### Power grid

The bar under the picture is 20 um long. Pins as bars on the die edge.
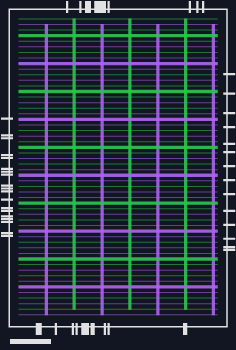
### Cell classes on the final placement

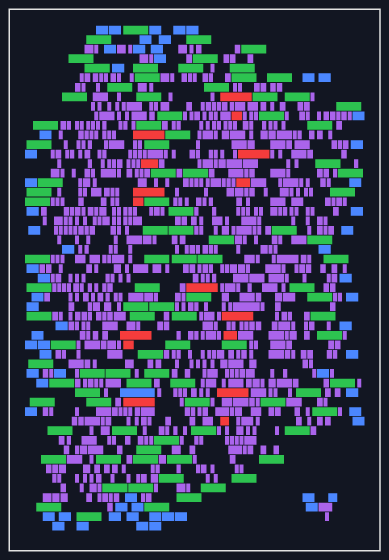
### Clock wires, drivers and flops

The bar under the picture is 20 um long.
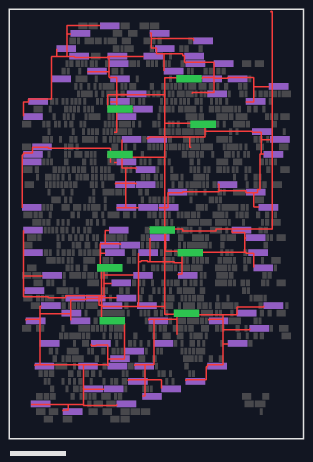
### Metal layers overlaid

The bar under the picture is 20 um long.
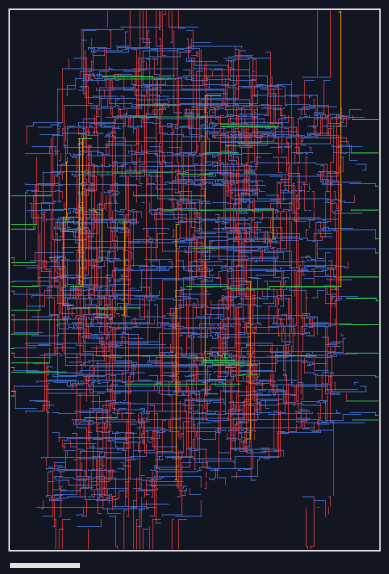
### Clock wiring as the flow saved it

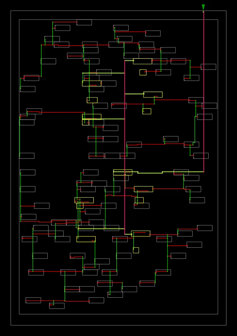
$ cat config.mk
export PLATFORM = sky130hd
export DESIGN_NAME = nn_class_argmax_flat
export DESIGN_NICKNAME = d
export VERILOG_FILES = /design/src/rtl/nn_class_argmax_pkg.sv /design/src/rtl/nn_class_argmax_if.sv /design/src/rtl/nn_class_argmax_top2_update.sv /design/src/rtl/nn_class_argmax.sv /design/src/flat_wrapper.sv
export SDC_FILE = /design/constraint.sdc
export NUM_CORES = 1
export LEC_CHECK = 0
export ABC_AREA = 1
export CAP_MARGIN = 20
export CORE_ASPECT_RATIO = 1.5
export CORE_MARGIN = 4
export CORE_UTILIZATION = 45
export CTS_CLUSTER_SIZE = 40
export DETAILED_ROUTE_END_ITERATION = 10
export GPL_ROUTABILITY_DRIVEN = 0
export PLACE_DENSITY_LB_ADDON = 0.2
export SLEW_MARGIN = 15
export SYNTH_ARGS = -nofsm -noshare
export SYNTH_HDL_FRONTEND = slang
export SYNTH_HIERARCHICAL = 1
export SYNTH_SLANG_ARGS = --single-unit
$ cat constraint.sdc
create_clock -name clk -period 6.8 [get_ports clk]
set_input_delay 1.36 -clock clk [delete_from_list [all_inputs] [get_ports clk]]
set_output_delay 1.36 -clock clk [all_outputs]
set_load 0.05 [all_outputs]
$ cat src/rtl/nn_class_argmax_pkg.sv
// Shared constants, types and helpers for the NN classifier argmax stage.
package nn_cls_pkg;

    localparam int N_CLASS      = 4;
    localparam int DATA_W       = 16;
    localparam int ADDR_W       = 4;
    localparam int IDX_W        = 2;
    localparam int NORMAL_CLASS = 0;

    // Minimum (max - second) distance for a confident decision, unsigned.
    localparam logic [DATA_W-1:0] MARGIN = 16'h0100;

    typedef enum logic [1:0] {
        IDLE,
        FETCH,
        DRAIN,
        DONE
    } state_t;

    typedef logic signed [DATA_W-1:0] logit_t;

    // Most negative logit; seeds the runner-up so any real logit beats it.
    localparam logit_t LOGIT_MIN = {1'b1, {(DATA_W-1){1'b0}}};

    // Margin test done one bit wider so extreme logits cannot wrap the difference.
    function automatic logic is_low_conf(input logit_t mx, input logit_t sc);
        logic signed [DATA_W:0] diff;
        diff = {mx[DATA_W-1], mx} - {sc[DATA_W-1], sc};
        return diff < $signed({1'b0, MARGIN});
    endfunction

endpackage

$ cat src/rtl/nn_class_argmax_if.sv
// Control, BRAM port B and result signals of the argmax stage.
interface nn_class_argmax_if;
    import nn_cls_pkg::*;

    logic              en;
    logic              clr;
    logic              ready;
    logic              start;
    logic              done;
    logic              xout_enb;
    logic [ADDR_W-1:0] xout_addrb;
    logic [DATA_W-1:0] xout_doutb;
    logic [IDX_W-1:0]  class_idx;
    logic [DATA_W-1:0] class_max;
    logic [DATA_W-1:0] class_second;
    logic              low_conf;
    logic              attack;

    modport slave (
        input  en, clr, start, xout_doutb,
        output ready, done, xout_enb, xout_addrb,
               class_idx, class_max, class_second, low_conf, attack
    );

    modport master (
        output en, clr, start, xout_doutb,
        input  ready, done, xout_enb, xout_addrb,
               class_idx, class_max, class_second, low_conf, attack
    );

endinterface

$ cat src/rtl/nn_class_argmax_top2_update.sv
// One step of the running top-two search: folds logit v at index i into (max, second, idx).
module nn_top2_update
    import nn_cls_pkg::*;
(
    input  logit_t           cur_max,
    input  logit_t           cur_second,
    input  logic [IDX_W-1:0] cur_idx,
    input  logit_t           v,
    input  logic [IDX_W-1:0] i,
    output logit_t           new_max,
    output logit_t           new_second,
    output logic [IDX_W-1:0] new_idx
);

    // Index 0 restarts the search; strict '>' keeps the lowest index on ties.
    always_comb begin
        new_max    = cur_max;
        new_second = cur_second;
        new_idx    = cur_idx;
        if (i == '0) begin
            new_max    = v;
            new_second = LOGIT_MIN;
            new_idx    = '0;
        end else if (v > cur_max) begin
            new_second = cur_max;
            new_max    = v;
            new_idx    = i;
        end else if (v > cur_second) begin
            new_second = v;
        end
    end

endmodule

$ cat src/rtl/nn_class_argmax.sv
// Argmax / runner-up post-processing of the classifier logits read from the xout BRAM.
module nn_class_argmax
    import nn_cls_pkg::*;
(
    input logic               clk,
    input logic               rst_n,
    nn_class_argmax_if.slave  bus
);

    localparam logic [ADDR_W-1:0] LAST_ADDR  = ADDR_W'(N_CLASS - 1);
    localparam logic [IDX_W-1:0]  LAST_IDX   = IDX_W'(N_CLASS - 1);
    localparam logic [IDX_W-1:0]  NORMAL_IDX = IDX_W'(NORMAL_CLASS);

    state_t            state;
    logic              enb_q;
    logic [ADDR_W-1:0] addr_q;
    logic              rd_valid;
    logic [IDX_W-1:0]  rd_idx;
    logic              hold_valid;
    logit_t            hold_data;
    logit_t            rd_data;

    logit_t            run_max;
    logit_t            run_second;
    logic [IDX_W-1:0]  run_idx;
    logit_t            upd_max;
    logit_t            upd_second;
    logic [IDX_W-1:0]  upd_idx;

    logic              ready_q;
    logic              done_q;
    logic [IDX_W-1:0]  res_idx;
    logit_t            res_max;
    logit_t            res_second;
    logic              res_low_conf;
    logic              res_attack;

    // Read data captured during a stall takes precedence over the live BRAM output.
    assign rd_data = hold_valid ? hold_data : bus.xout_doutb;

    nn_top2_update u_update (
        .cur_max    (run_max),
        .cur_second (run_second),
        .cur_idx    (run_idx),
        .v          (rd_data),
        .i          (rd_idx),
        .new_max    (upd_max),
        .new_second (upd_second),
        .new_idx    (upd_idx)
    );

    // Sequencer, read pipeline, running top-two and result registers; en=0 freezes everything.
    always_ff @(posedge clk) begin
        if (!rst_n || bus.clr) begin
            state        <= IDLE;
            enb_q        <= 1'b0;
            addr_q       <= '0;
            rd_valid     <= 1'b0;
            rd_idx       <= '0;
            hold_valid   <= 1'b0;
            hold_data    <= '0;
            run_max      <= '0;
            run_second   <= '0;
            run_idx      <= '0;
            ready_q      <= 1'b1;
            done_q       <= 1'b0;
            res_idx      <= '0;
            res_max      <= '0;
            res_second   <= '0;
            res_low_conf <= 1'b0;
            res_attack   <= 1'b0;
        end else if (!bus.en) begin
            if (rd_valid && !hold_valid) begin
                hold_valid <= 1'b1;
                hold_data  <= bus.xout_doutb;
            end
        end else begin
            hold_valid <= 1'b0;
            rd_valid   <= enb_q;
            rd_idx     <= addr_q[IDX_W-1:0];
            if (rd_valid) begin
                run_max    <= upd_max;
                run_second <= upd_second;
                run_idx    <= upd_idx;
            end
            case (state)
                IDLE: begin
                    done_q <= 1'b0;
                    if (bus.start) begin
                        state   <= FETCH;
                        enb_q   <= 1'b1;
                        addr_q  <= '0;
                        ready_q <= 1'b0;
                    end
                end
                FETCH: begin
                    if (addr_q == LAST_ADDR) begin
                        state <= DRAIN;
                        enb_q <= 1'b0;
                    end else begin
                        addr_q <= addr_q + 1'b1;
                    end
                end
                DRAIN: begin
                    if (rd_valid && rd_idx == LAST_IDX) begin
                        state        <= DONE;
                        done_q       <= 1'b1;
                        res_idx      <= upd_idx;
                        res_max      <= upd_max;
                        res_second   <= upd_second;
                        res_low_conf <= is_low_conf(upd_max, upd_second);
                        res_attack   <= (upd_idx != NORMAL_IDX);
                    end
                end
                DONE: begin
                    state   <= IDLE;
                    done_q  <= 1'b0;
                    ready_q <= 1'b1;
                end
                default: state <= IDLE;
            endcase
        end
    end

    // BRAM enable is gated by en so the read port holds its output during a stall.
    assign bus.xout_enb     = enb_q & bus.en;
    assign bus.xout_addrb   = addr_q;
    assign bus.ready        = ready_q;
    assign bus.done         = done_q;
    assign bus.class_idx    = res_idx;
    assign bus.class_max    = res_max;
    assign bus.class_second = res_second;
    assign bus.low_conf     = res_low_conf;
    assign bus.attack       = res_attack;

endmodule
$ cat src/flat_wrapper.sv
// flat-port wrapper written by rule: the top's interface ports become plain ports
module nn_class_argmax_flat import nn_cls_pkg::*;
  (clk, rst_n, bus_en, bus_clr, bus_start, bus_xout_doutb, bus_ready, bus_done, bus_xout_enb, bus_xout_addrb, bus_class_idx, bus_class_max, bus_class_second, bus_low_conf, bus_attack);
  nn_class_argmax_if bus_i ();
  input logic clk;
  input logic rst_n;
  input wire logic [$bits(bus_i.en)-1:0] bus_en;
  input wire logic [$bits(bus_i.clr)-1:0] bus_clr;
  input wire logic [$bits(bus_i.start)-1:0] bus_start;
  input wire logic [$bits(bus_i.xout_doutb)-1:0] bus_xout_doutb;
  output wire logic [$bits(bus_i.ready)-1:0] bus_ready;
  output wire logic [$bits(bus_i.done)-1:0] bus_done;
  output wire logic [$bits(bus_i.xout_enb)-1:0] bus_xout_enb;
  output wire logic [$bits(bus_i.xout_addrb)-1:0] bus_xout_addrb;
  output wire logic [$bits(bus_i.class_idx)-1:0] bus_class_idx;
  output wire logic [$bits(bus_i.class_max)-1:0] bus_class_max;
  output wire logic [$bits(bus_i.class_second)-1:0] bus_class_second;
  output wire logic [$bits(bus_i.low_conf)-1:0] bus_low_conf;
  output wire logic [$bits(bus_i.attack)-1:0] bus_attack;
  assign bus_i.en = bus_en;
  assign bus_i.clr = bus_clr;
  assign bus_i.start = bus_start;
  assign bus_i.xout_doutb = bus_xout_doutb;
  assign bus_ready = bus_i.ready;
  assign bus_done = bus_i.done;
  assign bus_xout_enb = bus_i.xout_enb;
  assign bus_xout_addrb = bus_i.xout_addrb;
  assign bus_class_idx = bus_i.class_idx;
  assign bus_class_max = bus_i.class_max;
  assign bus_class_second = bus_i.class_second;
  assign bus_low_conf = bus_i.low_conf;
  assign bus_attack = bus_i.attack;
  nn_class_argmax u_core (.clk(clk), .rst_n(rst_n), .bus(bus_i));
endmodule
==> tab_implementation.tex <==
% Table of physical implementation metrics
\begin{tabular}{lr}
\hline
Metric & Value \\
\hline
\multicolumn{2}{l}{\textbf{Final timing}} \\
Fmax & 0.187 GHz \\
Final tally of setup violations & 0 \\
Worst slew slack as a fraction of its limit & 0.298 \\
Fin Hold WS & around 0.45 ns \\
\multicolumn{2}{l}{\textbf{Power}} \\
Portion of total power attributed to sequential cells & 0.452 \\
Combinational fraction of design power & 0.147 \\
Leakage power of the design & 3.08 nW \\
\multicolumn{2}{l}{\textbf{GRT}} \\
Maximum number of pins on one net before global-route repair & about 65 \\
Antenna violations before repair & 0 \\
\multicolumn{2}{l}{\textbf{Layout}} \\
Final non-clock buffer share & 0.0900 \\
Inverters & 132 \\
Number of fillers in the final layout & $\sim$1400 \\
\multicolumn{2}{l}{\textbf{Floorplanning}} \\
Number of placement rows & $\sim$53 \\
\multicolumn{2}{l}{\textbf{Placement}} \\
Number of buffer cells added on primary ports & roughly 63 \\
\multicolumn{2}{l}{\textbf{Outcome}} \\
Outcome & complete, no violations \\
\multicolumn{2}{l}{\textbf{Worst setup path}} \\
Class of the most critical setup path & in2reg \\
Launching point of the worst reg2reg path & u\_core/hold\_valid \\
Critical path startpoint category & input pin \\
\multicolumn{2}{l}{\textbf{Synth}} \\
Sequential area share after synthesis & 0.310 \\
Number of standard cells reported by yosys & 965 \\
\multicolumn{2}{l}{\textbf{Routing}} \\
Mean number of vias per cell & 5.13 \\
\multicolumn{2}{l}{\textbf{Clock tree}} \\
Post-CTS setup-driven buffer insertion count & 0 \\
\hline
\end{tabular}
Back to the opening pictures, 'Power grid':
net	colour
VDD	green
VSS	purple
met1 rails	54
signal pins	64
met4 straps	7

Back to the opening pictures, 'Cell classes on the final placement':
class	colour	cells	share of their area
remaining logic cells	purple	828	59%
clock drivers and dummy loads	red	16	4.1%
remaining buffers and delay cells	blue	65	9.3%
registers	green	99	28%
post-route standard cell area excluding fillers: 7390 um2
sequential share of cell area: 0.268

Back to the opening pictures, 'Clock wires, drivers and flops':
[clock-net drivers] green | count: 9
[clock wires] red | length: 1380 um
[flip-flops] purple | count: 99
routed clock nets	10
fraction of power consumed by the clock network: 0.400
post-route clock skew: 0.0120 ns
power drawn by the clock network: 0.000516 W
source-to-sink clock delay at the later pin of the worst-skew pair: 0.35 ns

Back to the opening pictures, 'Metal layers overlaid':
layer	colour	wire length
M3	green	651 um
M4	orange	454 um
M1	blue	7820 um
M2	red	7650 um

Back to the opening pictures, 'Clock wiring as the flow saved it':
seq_cells: 99
number of clock buffer instances in the layout: 10
Sinks on Clock Net: 99
TritonCTS Buffers: 9

[placed cells by master (no fill, tap or decap), drive strengths merged]
| cell | Yosys | layout |
|---|---|---|
| buf | 16 | 2 |
| nor4 | 1 | 1 |
| nand3b | 2 | 2 |
| o21a | 1 | 1 |
| ha | 52 | 52 |
| nor3b | 1 | 1 |
| dfxtp | 99 | 99 |
| o21bai | 2 | 2 |
| clkinv | 1 | 3 |
| nand2 | 247 | 247 |
| clkdlybuf4s50 | 0 | 63 |
| a21oi | 79 | 79 |
| and2 | 1 | 1 |
| inv | 131 | 134 |
| a211oi | 17 | 17 |
| and3 | 1 | 1 |
| nand3 | 43 | 43 |
| a31oi | 3 | 3 |
| clkbuf | 22 | 10 |
| nor2 | 109 | 109 |
| nor3 | 11 | 11 |
| clkinvlp | 0 | 1 |
| o21ai | 103 | 103 |
| a21o | 1 | 1 |
| nand4 | 22 | 22 |
[routing by layer]
layer / share of wire / up-vias / track usage
li1: - / 3223 / -
met4: 0.027 / 0 / 0.0782
met2: 0.46 / 141 / 0.346
met3: 0.039 / 30 / 0.0319
met1: 0.47 / 2758 / 0.276
met5: 0 / - / 0
[through the flow]
stage	instance area [um2]	util
2_1_floorplan	6390	-
3_3_place_gp	7070	0.505
3_5_place_dp	7070	0.505
4_1_cts	7370	0.527
5_1_grt	7390	0.528
6_report	7390	0.528
[sequential cells by signal (all words and copies together) (netlist names), 2 cells and up]
| register | cells |
|---|---|
| u_core/bus.class_max | 16 |
| u_core/bus.class_second | 16 |
| u_core/hold_data | 16 |
| u_core/run_max | 16 |
| u_core/run_second | 16 |
| u_core/bus.xout_addrb | 4 |
| u_core/bus.class_idx | 2 |
| u_core/rd_idx | 2 |
| u_core/run_idx | 2 |
| u_core/state | 2 |
[power by group through the flow]
stage / Combinational (W) / Clock (W) / Sequential, W
2_1_floorplan: 0.000138 / 0 / 0.000597
3_3_place_gp: 0.000186 / 0 / 0.000596
3_5_place_dp: 0.000187 / 0 / 0.000596
4_1_cts: 0.000189 / 0.000527 / 0.000583
5_1_grt: 0.000216 / 0.000549 / 0.000583
6_report: 0.000190 / 0.000516 / 0.000583
[final timing paths]
kind                               to  slack (ns)  depth (start not counted)
hold reg to reg   u_core/hold_data[7]        0.45                          2
setup reg to reg  u_core/bus.low_conf        1.86                         24
setup / recovery  u_core/bus.low_conf        1.45                         25
hold / removal    u_core/hold_data[7]        0.45                          2
[logic make-up after synthesis]
group,synth area share
flip-flops,0.310
AND-OR/OR-AND,0.181
adder cells (fa/ha/maj),0.102
buffers and inverters,0.110
AND/OR/NAND/NOR,0.297
[worst max-delay path: stages]
cell	delay (ns)
clkdlybuf4s50_1	0.43
nand2_1	0.07
o21ai_0	0.22
ha_1	0.44
nand2_2	0.11
nor4_4	0.33
nand4_1	0.26
nand3_2	0.20
nand2_4	0.27
inv_6	0.23
nand2_1	0.07
nand2_1	0.06
inv_1	0.07
ha_1	0.37
nand2_1	0.16
nor2_1	0.17
inv_1	0.08
nor3_1	0.19
nand2_1	0.10
nand3_1	0.11
a21oi_2	0.07
nand3_1	0.06
nand3_1	0.06
nand2_1	0.06
inv_1	0.04
No activity file was given, so power comes from the tool's default toggle rates.
